==> run_1/layer_met3.png <==
(6 px per um)
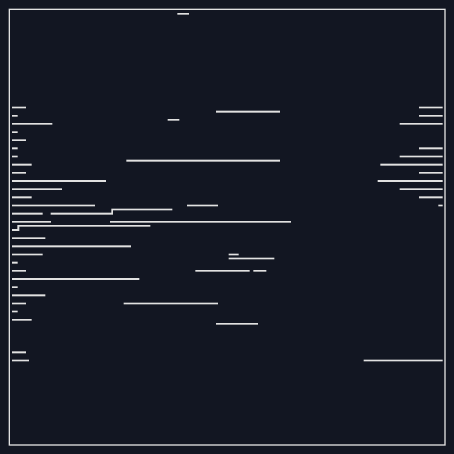
==> run_1/wires.png <==
(4 px per um)
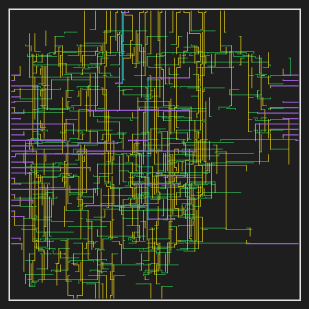
==> run_1/clk_routes.png <==
(6 px per um)
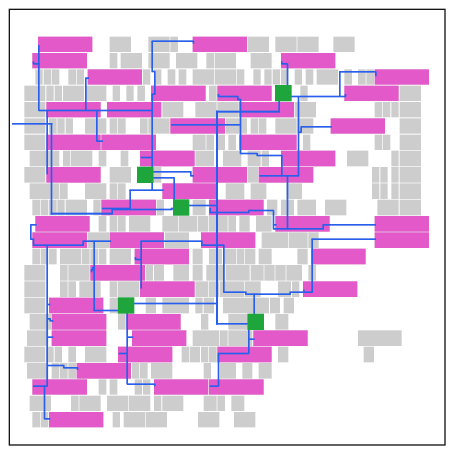
**src/rtl/cdc_handshake_tx_vdma.sv**
```systemverilog
// cdc_handshake_tx_vdma
//   Source half of a toggle request/acknowledge bus crossing used on the VDMA
//   clock-domain boundaries. A word accepted on the valid/ready handshake is
//   held on xfer_data_o. The block then toggles xfer_req_o and waits until the
//   re-synchronized acknowledge toggle matches the request level.
//
// Ports
//   sys_clk_i    source-domain clock
//   rstn_i       asynchronous active-low reset
//   data_i       word to transfer
//   valid_i      data_i valid
//   ready_o      block can accept a word (registered)
//   xfer_data_o  held word toward destination, stable while a transfer is open
//   xfer_req_o   request toggle toward destination (registered)
//   xfer_ack_i   acknowledge toggle from destination (asynchronous)
//   done_o       one-cycle pulse when the acknowledge for the word is seen
//   timeout_o    sticky flag: acknowledge overdue
//   clear_err_i  clears timeout_o (a coincident new timeout wins)
module cdc_handshake_tx_vdma #(
   parameter int unsigned DATA_WIDTH     = 32,
   parameter int unsigned TIMEOUT_CYCLES = 1024
) (
   input  logic                  sys_clk_i,
   input  logic                  rstn_i,
   input  logic [DATA_WIDTH-1:0] data_i,
   input  logic                  valid_i,
   output logic                  ready_o,
   output logic [DATA_WIDTH-1:0] xfer_data_o,
   output logic                  xfer_req_o,
   input  logic                  xfer_ack_i,
   output logic                  done_o,
   output logic                  timeout_o,
   input  logic                  clear_err_i
);

   // A zero-width counter is not legal, so a disabled timeout keeps one bit.
   localparam int unsigned CNT_W = (TIMEOUT_CYCLES == 32'd0) ? 1 : $clog2(TIMEOUT_CYCLES + 1);
   localparam logic [CNT_W-1:0] CNT_MAX  = CNT_W'(TIMEOUT_CYCLES);
   localparam logic [CNT_W-1:0] CNT_LAST = CNT_W'(TIMEOUT_CYCLES - 1);

   typedef enum logic {
      IDLE,
      WAIT_ACK
   } state_t;

   state_t           state;
   logic             ack_s1;
   logic             ack_s2;
   logic [CNT_W-1:0] tmo_cnt;

   // Two-flop synchronizer for the asynchronous acknowledge toggle.
   always_ff @(posedge sys_clk_i or negedge rstn_i) begin
      if (!rstn_i) begin
         ack_s1 <= 1'b0;
         ack_s2 <= 1'b0;
      end else begin
         ack_s1 <= xfer_ack_i;
         ack_s2 <= ack_s1;
      end
   end

   always_ff @(posedge sys_clk_i or negedge rstn_i) begin
      if (!rstn_i) begin
         state       <= IDLE;
         ready_o     <= 1'b1;
         xfer_data_o <= '0;
         xfer_req_o  <= 1'b0;
         done_o      <= 1'b0;
         timeout_o   <= 1'b0;
         tmo_cnt     <= '0;
      end else begin
         done_o <= 1'b0;
         // Clear first so that a timeout set below overrides it.
         if (clear_err_i) begin
            timeout_o <= 1'b0;
         end
         case (state)
            IDLE: begin
               // A stray acknowledge level here is deliberately ignored.
               if (valid_i && ready_o) begin
                  xfer_data_o <= data_i;
                  xfer_req_o  <= ~xfer_req_o;
                  ready_o     <= 1'b0;
                  tmo_cnt     <= '0;
                  state       <= WAIT_ACK;
               end
            end
            WAIT_ACK: begin
               if ((TIMEOUT_CYCLES != 32'd0) && (tmo_cnt != CNT_MAX)) begin
                  tmo_cnt <= tmo_cnt + CNT_W'(1);
                  if (tmo_cnt == CNT_LAST) begin
                     timeout_o <= 1'b1;
                  end
               end
               // The transfer is never abandoned: a late acknowledge still
               // completes it even after timeout_o has been raised.
               if (ack_s2 == xfer_req_o) begin
                  done_o  <= 1'b1;
                  ready_o <= 1'b1;
                  state   <= IDLE;
               end
            end
         endcase
      end
   end

endmodule

```
**config.mk**
```make
export PLATFORM = sky130hd
export DESIGN_NAME = cdc_handshake_tx_vdma
export DESIGN_NICKNAME = d
export VERILOG_FILES = /design/src/rtl/cdc_handshake_tx_vdma.sv
export SDC_FILE = /design/constraint.sdc
export NUM_CORES = 1
export LEC_CHECK = 0
export CAP_MARGIN = 25
export CORE_MARGIN = 2
export CORE_UTILIZATION = 45
export CTS_BUF_LIST = sky130_fd_sc_hd__clkbuf_4
export CTS_CLUSTER_SIZE = 10
export DETAILED_ROUTE_END_ITERATION = 8
export GPL_TIMING_DRIVEN = 0
export PLACE_DENSITY = 0.91
export SYNTH_ARGS = -nofsm -noshare
export SYNTH_HDL_FRONTEND = slang
export SYNTH_SLANG_ARGS = --single-unit
```
**constraint.sdc**
```tcl
create_clock -name sys_clk_i -period 3.15 [get_ports sys_clk_i]
set_input_delay 0.63 -clock sys_clk_i [delete_from_list [all_inputs] [get_ports sys_clk_i]]
set_output_delay 0.63 -clock sys_clk_i [all_outputs]
set_load 0.05 [all_outputs]
```
==> ci_impl_report.md, run 1 <==
### Flow metrics

| Metric | Value |
|---|---|
| Highest-power group | `combinational logic` |
| Critical Path Fanout Max | `4` |
| Final-layout worst hold slack | `199 ps` |
| Setup clock skew after layout | `14.1 ps` |
| Met2 track demand over resource | `0.338` |
| Width of the die | `72.4 um` |
| Buf+Inv Stages, Crit Path | `1` |
| Largest type area fraction | `0.583` |
| CTS sink count | `50` |
| Total power per unit cell area | `1080 nW/um2` |
| RR Startpoint | `state$_DFF_PN0_` |
| Synthesized net count | `262` |
| Number of input and output port buffers inserted | `72` |
| Post CTS Setup Buffer Count | `0` |
| Clock edge transition at the registers on the reported setup and hold paths | `150 ps` |
| Total placed cells including tap cells | `348` |
| Kind of launch point of the worst setup path | `flip-flop` |
| Iteration count of the initial detailed-routing pass | `4` |
| CP Class | `flip-flop to output port` |
| CP Data Arrival Time | `1770 ps` |
| Worst rel slew slack | `0.645` |
| Critical path launch point | `ready_o$_DFFE_PN1P_` |
| M1 GR Usage | `0.228` |
| Share of synthesized cell area in and, or, nand and nor gates | `0.261` |
| Largest cells by area after synthesis | `dfrtp_1 (58%), nand2_1 (18%), nor3_1 (1.7%)` |
| Ranking of synthesized cells by instance count | `nand2_1 (103), dfrtp_1 (49), nor3_1 (7), nand3_1 (6)` |
| Number of maximum-capacitance violations | `0` |
| Routed WL per cell | `13.1 um` |
| Hold Crit Class | `input port to asynchronous set/reset pin` |
| Result of the run | `finished, final reports clean` |
| Core Util at FP | `0.476` |
| Total congestion overflow | `0` |
| Ratio of cells with drive above 1 in the final layout | `0.0660` |
| Number of CTS-inserted buffers | `5` |
| Total design power | `3.19 mW` |
| Cell type group with the largest total delay on the critical path | `buffers and inverters` |
| Power spent charging and discharging nets | `1.58 mW` |
| Rows | `24` |
| Highest Signal Layer | `met4` |
| Number of warnings printed during yosys synthesis | `0` |
| Setup TNS | `0 ps` |
| Crit path cell chain | `clkdlybuf4s50_1` |
| CTS tree | `done` |
| Final critical path time including I/O delays and setup | `2400 ps` |
| Unique cell types | `38` |
| Internal | `1.61 mW` |
| Number of flops mapped to enable cells by yosys | `0` |
| Fraction of the mapped netlist area in adder cells | `0.0119` |
| Register area share after synthesis | `0.595` |
| Final setup violation count | `0` |
| Most common cell in the netlist | `nand2_1` |
## Picture notes: layer_met3.png
share of all routed wire = 8.0%
nets with wire on the layer = 49
GRT met3 Usage: 0.0667
total wire length after detailed routing: 4660 um
total number of vias: 1806

## Picture notes: wires.png
purple -> metal 3  # wire length 371 um
cyan -> metal 4  # wire length 68.0 um
green -> metal 1  # wire length 1880 um
yellow -> metal 2  # wire length 2340 um

## Picture notes: clk_routes.png
magenta -> flip-flops  # count 50
blue -> clock wires  # length 555 um
green -> clock drivers  # count 5
flops lie = widely spread
power in the clock group: 289 uW
Clock power frac: 0.091

## run 1: layout by cell type (no fill, tap or decap), drive strengths merged, types with 2 or more instances in the layout
cell type	count
and3	2
a21oi	2
o22ai	2
clkdlybuf4s50	71
o31ai	2
nand4	3
o21ai	7
nor3	7
dfrtp	49
ha	2
xnor2	2
buf	6
inv	6
a22o	2
nand3	6
or4	2
a21o	2
clkbuf	11
a31oi	3
nand2	103
## run 1: area by class of cell
cell class              count  area [um2]  area share
plain buffers               9        45.0      0.0152
clock buffers               6        45.0      0.0152
clock inverters             1        7.51     0.00254
inverters                   6        25.0     0.00846
multi-input cells         158         781       0.264
flip-flops and latches     50        1250       0.424
well taps                  52        65.1      0.0220
repair buffers             73         736       0.249
==> run 2, diff against run 1 <==
--- a/config.mk
+++ b/config.mk
@@ -7,12 +7,12 @@
 export LEC_CHECK = 0
 export CAP_MARGIN = 25
 export CORE_MARGIN = 2
-export CORE_UTILIZATION = 45
+export CORE_UTILIZATION = 42
 export CTS_BUF_LIST = sky130_fd_sc_hd__clkbuf_4
 export CTS_CLUSTER_SIZE = 10
 export DETAILED_ROUTE_END_ITERATION = 8
 export GPL_TIMING_DRIVEN = 0
-export PLACE_DENSITY = 0.91
+export PLACE_DENSITY = 0.89
 export SYNTH_ARGS = -nofsm -noshare
 export SYNTH_HDL_FRONTEND = slang
 export SYNTH_SLANG_ARGS = --single-unit
==> constraint.sdc (replaced) <==
create_clock -name sys_clk_i -period 2.2 [get_ports sys_clk_i]
set_input_delay 0.44 -clock sys_clk_i [delete_from_list [all_inputs] [get_ports sys_clk_i]]
set_output_delay 0.44 -clock sys_clk_i [all_outputs]
set_load 0.05 [all_outputs]
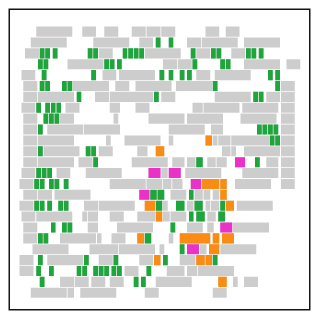
(run_2/logic_types.png)
(4 px per um)
green -> NAND gates  # cells 112, most used nand2_1, where widely spread
magenta -> AND-OR and OR-AND gates  # cells 7
orange -> inverting AOI/OAI gates  # cells 17
commonest non-fill, non-tap cell in the layout: nand2_1
number of standard cells in the layout, taps in and fillers out: 371

==> run 2 against run 1 <==
Against the previous run: sequential cell count is the same; synthesized cell count unchanged; worst hold slack worse by 200 ps; via count down 0.50%; count of clock-buffer cells in the layout decreased by 1; wire length is 2.5% higher; power up 48%; sequential power is 43% higher; non-clock buffer count unchanged; critical path type unchanged; largest power group unchanged.
==> ci_impl_report.md, run 2 <==
### Flow metrics

| Metric | Value |
|---|---|
| Highest Signal Layer | `met4` |
| Result of the run | `finished, final reports clean` |
| Total congestion overflow | `0` |
| Final setup violation count | `0` |
| Power spent charging and discharging nets | `2.30 mW` |
| Most common cell in the netlist | `nand2_1` |
| Setup clock skew after layout | `10.3 ps` |
| Cell type group with the largest total delay on the critical path | `buffers and inverters` |
| Highest-power group | `combinational logic` |
| Number of input and output port buffers inserted | `72` |
| Core Util at FP | `0.439` |
| Synthesized net count | `262` |
| Register area share after synthesis | `0.595` |
| Routed WL per cell | `12.9 um` |
| Total design power | `4.71 mW` |
| Buf+Inv Stages, Crit Path | `1` |
| Hold Crit Class | `input port to asynchronous set/reset pin` |
| CTS tree | `done` |
| Clock power frac | `0.120` |
| Power in the clock group | `564 uW` |
| Iteration count of the initial detailed-routing pass | `6` |
| Final-layout worst hold slack | `0.143 ps` |
| Number of maximum-capacitance violations | `0` |
| Ratio of cells with drive above 1 in the final layout | `0.0691` |
| Largest type area fraction | `0.583` |
| CP Data Arrival Time | `1620 ps` |
| RR Startpoint | `state$_DFF_PN0_` |
| Most frequent cells in the layout | `nand2_1 (103), clkdlybuf4s50_1 (70), dfrtp_1 (49), nor3_1 (7), nand3_1 (6)` |
| Ranking of synthesized cells by instance count | `nand2_1 (103), dfrtp_1 (49), nor3_1 (7), nand3_1 (6)` |
| M1 GR Usage | `0.227` |
| CTS sink count | `50` |
| Final critical path time including I/O delays and setup | `2060 ps` |
| CP Class | `flip-flop to output port` |
| Number of CTS-inserted buffers | `5` |
| Critical path launch point | `xfer_req_o$_DFFE_PN0P_` |
| Clock edge transition at the registers on the reported setup and hold paths | `150 ps` |
| Setup TNS | `0 ps` |
| Met2 track demand over resource | `0.322` |
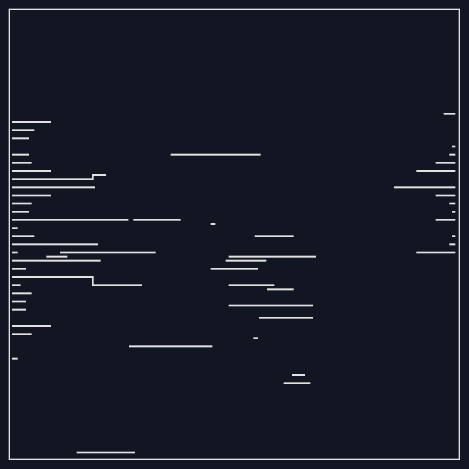
(run_2/layer_met3.png)
(6 px per um)
longest straight run = 19.1 um
nets with wire on the layer = 50
share of all routed wire = 7.0%
total wire length after detailed routing: 4770 um
GRT met3 Usage: 0.0602
total number of vias: 1797

-- run 2: timing repair --
action,in CTS,in global routing
gates resized,1,0
setup endpoints to repair,1,0
setup buffers,0,0
-- run 2: area by class of cell --
type                            instances  area [um2]
Fill cell                             423        1780
Buffer                                  9        45.0
Clock buffer                            5        37.5
Sequential cell                        50        1250
Timing Repair Buffer                   73         734
Clock inverter                          3        48.8
Multi-Input combinational cell        158         781
Inverter                                6        25.0
Tap cell                               67        83.8
-- run 2: cell families after synthesis --
kind of cell / Yosys count / share of synthesized area
AND-OR/OR-AND: 24 / 0.0857
AND/OR/NAND/NOR: 129 / 0.261
flip-flops: 50 / 0.595
buffers and inverters: 15 / 0.0333
XOR/XNOR: 3 / 0.0125
adder cells (fa/ha/maj): 2 / 0.0119
==> run 3, diff against run 2 <==
--- a/config.mk
+++ b/config.mk
@@ -7,12 +7,12 @@
 export LEC_CHECK = 0
 export CAP_MARGIN = 25
 export CORE_MARGIN = 2
-export CORE_UTILIZATION = 42
+export CORE_UTILIZATION = 45
 export CTS_BUF_LIST = sky130_fd_sc_hd__clkbuf_4
 export CTS_CLUSTER_SIZE = 10
 export DETAILED_ROUTE_END_ITERATION = 8
 export GPL_TIMING_DRIVEN = 0
-export PLACE_DENSITY = 0.89
+export PLACE_DENSITY = 0.91
 export SYNTH_ARGS = -nofsm -noshare
 export SYNTH_HDL_FRONTEND = slang
 export SYNTH_SLANG_ARGS = --single-unit
==> constraint.sdc (replaced) <==
create_clock -name sys_clk_i -period 2.4 [get_ports sys_clk_i]
set_input_delay 0.48 -clock sys_clk_i [delete_from_list [all_inputs] [get_ports sys_clk_i]]
set_output_delay 0.48 -clock sys_clk_i [all_outputs]
set_load 0.05 [all_outputs]
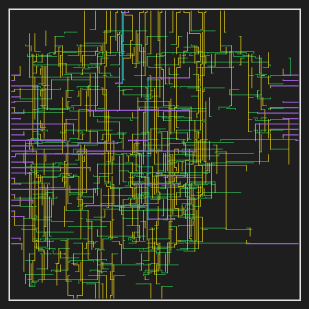
(run_3/wires.png)
(4 px per um)
purple -> metal 3  # wire length 371 um
green -> metal 1  # wire length 1880 um
yellow -> metal 2  # wire length 2340 um
cyan -> metal 4  # wire length 68.0 um

==> run 3 against run 2 <==
Against the previous run: wire length decreased by 2.5%; power decreased by 11%; non-clock buffer count unchanged; register-to-register slack improved by 200 ps; first-iteration DRC count decreased by 14%; largest cell class unchanged; die size decreased by 6.3%; sequential power decreased by 9%; critical path depth unchanged; worst hold slack improved by 49 ps; clock skew increased by 3.9 ps; clock power decreased by 33%.
==> ci_impl_report.md, run 3 <==
### Flow metrics

| Metric | Value |
|---|---|
| Clock buffer count | `6` |
| Rows | `24` |
| Power in the clock group | `379 uW` |
| CP Data Arrival Time | `1770 ps` |
| Clock network area share | `0.0178` |
| Unique cell types | `38` |
| Internal | `2.11 mW` |
| Highest-power group | `combinational logic` |
| Number of standard cells in the layout, taps in and fillers out | `355` |
| Final critical path time including I/O delays and setup | `2250 ps` |
| Total design power | `4.18 mW` |
| GRT met3 Usage | `0.0667` |
| Result of the run | `finished, final reports clean` |
| Post CTS Setup Buffer Count | `0` |
| Commonest non-fill, non-tap cell in the layout | `nand2_1` |
| Final setup violation count | `0` |
| Total number of vias | `1806` |
| Number of flops mapped to enable cells by yosys | `0` |
| Clock power frac | `0.091` |
| Layout filler cell count | `350` |
| Final-layout worst hold slack | `48.8 ps` |
| Number of input and output port buffers inserted | `72` |
| Largest cells by area after synthesis | `dfrtp_1 (58%), nand2_1 (18%), nor3_1 (1.7%)` |
| Crit path cell chain | `clkdlybuf4s50_1` |
| Non-clock buffer share of cell area | `0.264` |
| Worst rel slew slack | `0.645` |
| Sequential fraction of total cell area | `0.424` |
| Most common cell in the netlist | `nand2_1` |
| Total power per unit cell area | `1410 nW/um2` |
| Number of cells upsized or downsized after cts | `0` |
| Met2 track demand over resource | `0.338` |
| Number of CTS-inserted buffers | `5` |
| Core Util at FP | `0.476` |
| Number of maximum-capacitance violations | `0` |
| Count of non-CTS buffers in the layout | `82` |
| Iteration count of the initial detailed-routing pass | `4` |
| Total wire length after detailed routing | `4660 um` |
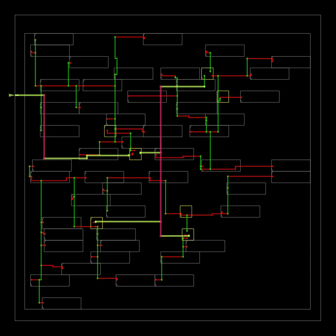
(run_3/clocks.png)
setup clock skew after layout: 14.1 ps
CTS sink count: 50
Late-Pin Clk Latency: 370 ps
flop count: 50

-- run 3: final timing paths --
kind	startpoint	endpoint	slack, ps	cells past startpoint
max	ready_o$_DFFE_PN1P_	ready_o	150	1
min	rstn_i	xfer_data_o[13]$_DFFE_PN0P_	50	1
max reg2reg	state$_DFF_PN0_	xfer_data_o[10]$_DFFE_PN0P_	490	6
min reg2reg	ack_s1$_DFF_PN0_	ack_s2$_DFF_PN0_	360	0
max in group asynchronous	rstn_i	ready_o$_DFFE_PN1P_	1780	2
min in group sys_clk_i	ack_s1$_DFF_PN0_	ack_s2$_DFF_PN0_	360	0
-- run 3: cells by family after synthesis --
logic type,share of synthesized area
compound gates,0.0857
xor+xnor,0.0125
fa+ha+maj,0.0119
buf+inv,0.0333
flops,0.595
simple gates,0.261
Power is estimated from default activity; no workload was simulated.
